==> config.mk <==
export PLATFORM = sky130hd
export DESIGN_NAME = muldiv_sequencer
export DESIGN_NICKNAME = d
export VERILOG_FILES = /design/src/rtl/muldiv_sequencer.sv
export SDC_FILE = /design/constraint.sdc
export NUM_CORES = 1
export LEC_CHECK = 0
export ABC_CLOCK_PERIOD_IN_PS = 4670
export CORE_AREA = 2 2 150 152
export DETAILED_ROUTE_END_ITERATION = 8
export DIE_AREA = 0 0 152 154
export PLACE_DENSITY_LB_ADDON = 0.25
export SYNTH_ARGS = -nofsm -noshare
export SYNTH_HDL_FRONTEND = slang
export SYNTH_SLANG_ARGS = --single-unit
==> constraint.sdc <==
create_clock -name clock -period 4.67 [get_ports clock]
set_input_delay 0.934 -clock clock [delete_from_list [all_inputs] [get_ports clock]]
set_output_delay 0.934 -clock clock [all_outputs]
set_load 0.03 [all_outputs]
Sizing map:
Drawn at 2 px/um.
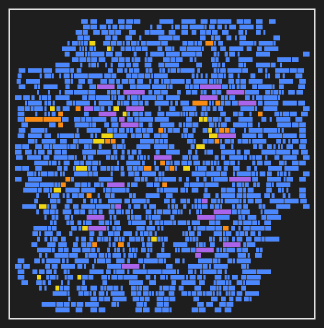
[_2 cells] yellow | cells: 21 | share: 1.5% | most used: or2_2
[_3 and _4 cells] orange | cells: 25 | share: 1.8% | most used: buf_4
[_0 and _1 cells] blue | cells: 1,346 | share: 95% | most used: dfxtp_1
[_6 and larger] purple | cells: 25 | share: 1.8% | most used: clkbuf_16
non-clock buffer instance count of the final layout: 149
Area growth, synth to finish: 20.0%
post-route setup slack: 0.940 ns
summed area of non-filler cells in the final layout: 12,800 sq um

Track usage over the die:
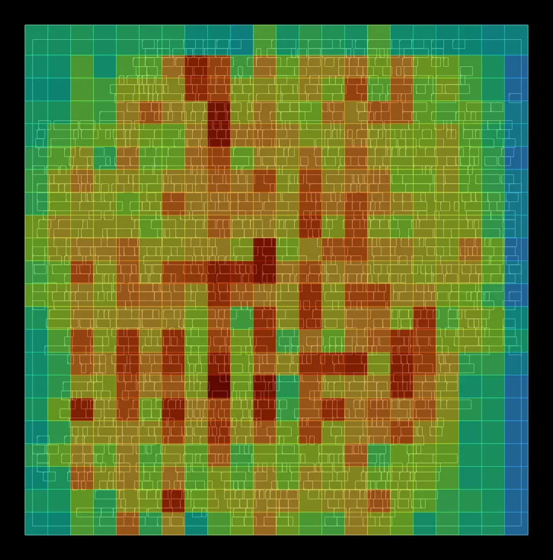
met3 track demand over resource in global routing: 3.61%
wire per inst: 17.4 um

==> results.txt <==
Notes on the flow run.

- The sort of element at the end of the critical path is a register, for reference.
- Once detail routing completed, the nets flagged for antenna violations numbered 0.
- STA puts the critical path data arrival time at 4.09 ns.
- The number of max-capacitance violations reported is 0, for reference.
- The number of nets in the synthesized netlist is 1,432.
- The total power divided by cell area is 604 nW/um^2, for reference.
- The post-detailed-route DRC marker count is 0, for reference.
- The clock tree from TritonCTS is yes, for reference.
- The worst clock skew is ~0.010 ns, for reference.
- The routed design has approximately 30 mm of wire.
- Summing the areas of all xor and xnor instances in the mapped netlist gives approximately 12% of the synthesized area.
- The share of synthesized cell area in and-or and or-and compound cells is between 20% and 30%, for reference.
- The worst-case max-slew headroom was logged as a little under a quarter.
- Per the OpenROAD power report, leakage power amounts to 4.67 nW.
- The number of flip-flops under the largest register name is 64, for reference.
- The arithmetic-cell share of the synthesized area counting full adders, half adders and majority gates is 4.88%, for reference.
- The worst supply voltage drop on vdd is between 0.6 and 0.7 mV, for reference.
- The count of TritonRoute iterations in the first routing pass is 5, for reference.
- The sum of net half-perimeters after detailed placement is ~22 mm, for reference.
- The routed via count is 9,978, for reference.
- The script reports the combined buffer and inverter count of the critical path as 0.
- The floorplan step set the die width to between 150 and 200 um.
- The number of max-slew violations in the final report is 0, for reference.
- The fraction of the yosys area taken by sequential cells is a little under a third, for reference.
- The number of enable-type register cells in the synthesized netlist is 0, for reference.
- The final estimated routing congestion in global placement is around 0.92, for reference.
- The total standard cell area after synthesis is 10,700 sq um, for reference.
- The critical path startpoint category is a register, for reference.
- The initial antenna violation count came to 0.
- At the pin with the least slew margin, the transition time is 1.11 ns.
- The flip-flop and latch count after synthesis is around 170, for reference.
- In the layout the commonest cells are dfxtp_1, nor2_1, clkdlybuf4s50_1.
- The count of nets after finishing is 1,515, for reference.
- The number of cells traversed by the worst hold path is 2, for reference.
- The setup slack of the worst register-to-register path is 0.94 ns, for reference.
- The latest clock arrival within the worst-skew pair is 0.44 ns, for reference.
- Per the synth stats, the proportion of register bits with asynchronous set or reset is 0%.
- The final clock period utilization by the worst path is 79.9%, for reference.
- The signal on the critical path passes through or4_4 > or4b_1 > or2_2 > a2111oi_0 > a31oi_1 > xnor2_1 > a211oi_1.
- The number of global-route vias before repair is a little over 9,000, for reference.
- For this design, Yosys synthesis ends with a cell count of about 1,300.
- The number of distinct library cells after synthesis is 61, for reference.
- The first global-routing pass estimated 47.9 mm of wire.
- The layout summary lists the proportion of cells stronger than drive strength 1 as 5.01%.
- The post-placement cell area is between 10,000 and 15,000 sq um.
- The number of placement rows is around 54, for reference.
- In this run the deepest clock path goes through 2 buffers.
- The family of cells with the greatest summed delay on the critical path is simple AND/OR/NAND/NOR gates, for reference.
- The count of pins on the block boundary is 136, for reference.
- Of the total synthesized cell area, the portion taken by AND, OR, NAND and NOR gates is 18.1%.
- Setup repair after global routing left no endpoint under its margin.
- The DRC violation total after the first TritonRoute iteration is approximately 800, for reference.
- Clock-pin slew was measured on the worst setup and hold paths at 0.07 ns.
- Looking at the cell usage after synthesis, the top flip-flop cell is dfxtp_1.
- Per the placement log, port buffering inserted approximately 140 buffers.
- The total number of yosys warnings is 0, for reference.
- The H-tree generated during clock tree synthesis spans 4 levels.
- The most common logic cell in the final layout is dfxtp_1.
- The final number of setup-violating endpoints is 0, for reference.
- The shortest clock period the worst path allows after layout is 3.73 ns, for reference.
- The number of buffers inserted during clock tree synthesis is 17, for reference.
- The critical path class is reg2reg, for reference.
- The buffer cell driving the clock tree root is clkbuf_16, for reference.
- The min-delay analysis places its worst path in the category reg2reg.
- In this run, post-CTS repair resized a total of 0 instances.
- The setup TNS after final layout is 0 ns, for reference.
- The cell count along the critical path is 7, for reference.
- The number of buffers inserted for hold repair after clock tree synthesis is 0, for reference.
- The number of vias per cell after detailed routing is 5.88, for reference.
- The chip height is 154 um, for reference.
- Buffers added to address setup during post-CTS repair amount to 0.
- The main area contributors are dfxtp_1, xor2_1, a211oi_1.
- The depth of the worst register-to-register path is 7, for reference.
- The leftover overflow at the end of global routing is 0, for reference.
- The largest family of logic cells by area is AND-OR/OR-AND gates, for reference.
- For this run, the slowest stage of the critical path takes slightly below 1 ns.
- The overall track demand over capacity in global routing is 24.9%, for reference.
- Entering global routing, the biggest net connects ~66 pins.
- For this run, the chip area from Yosys synthesis comes to 10,700 sq um.
- The share of the core area taken by cells at floorplan is between 40% and 50%.
- Endpoints failing hold in the final report were tallied at 0.
- The highest attainable clock frequency is roughly 270 MHz, for reference.
- The critical path's slowest cell is a2111oi_0, for reference.
- According to the floorplan report, the placeable core area is 21,700 sq um.
- The tool warning count for the run is 28.
- The run finished with clean final reports.
- For reference, the mux area share after synthesis is 5.09%.
- After synthesis, the largest area contributor takes up 31.9% of total cell area.
- Looking at area per cell type in the netlist, the leader is dfxtp_1.
- The number of sinks handled by clock tree synthesis is 170, for reference.
==> routing by layer <==
layer,track usage (%),vias up,wire [um]
met1,35.7,4621,14500
met3,3.61,47,1500
met4,8.86,0,676
met5,0,-,0
li1,-,5017,-
met2,38.2,293,12900
==> layout make-up <==
class	instances	area [sq um]
clock buffer	18	439
clock inverter	12	165
fill	1941	8900
inverter	16	60.1
multi-input combinational	1052	6920
sequential	170	3400
tap	280	350
timing repair buffer	149	1450
==> metrics by stage <==
step | setup WS (ns) | total power [mW] | cells | hold WS [ns] | util [%]
floorplan | 1.40 | 5.06 | 1323 | 0.432 | -
global placement | 0.638 | 6.14 | 1667 | 0.437 | 56.2
detailed placement | 0.597 | 6.21 | 1667 | 0.448 | 56.2
CTS | 1.03 | 7.70 | 1697 | 0.464 | 59.0
global route | 0.731 | 8.24 | 1697 | 0.486 | 59.0
finish | 0.940 | 7.72 | 1697 | 0.457 | 59.0
==> report_power, final <==
part           total, mW  switching, mW  leakage [nW]  internal, mW
Clock               1.48          0.623         0.286         0.858
Sequential          2.37          0.514          1.39          1.86
Combinational       3.87           2.34          2.99          1.53
Total               7.72           3.48          4.67          4.24
==> Yosys cell counts, types with 5 or more instances <==
cell / n
dfxtp_1: 170
nor2_1: 166
nand2_1: 104
a211oi_1: 94
a21oi_1: 92
o21ai_0: 85
xor2_1: 83
clkbuf_1: 74
xnor2_1: 58
mux2i_1: 52
ha_1: 40
o31ai_1: 27
nor3_1: 22
a21o_1: 20
o22ai_1: 18
or3_1: 17
inv_1: 16
a31oi_1: 13
nand2b_1: 13
or4_1: 13
nor4_1: 12
o41ai_1: 11
buf_1: 10
nand4_1: 10
nor2b_1: 10
nand3_1: 9
or2_2: 8
a311oi_1: 7
a221oi_1: 6
o221ai_1: 5
Power and IR drop assume default switching activity.
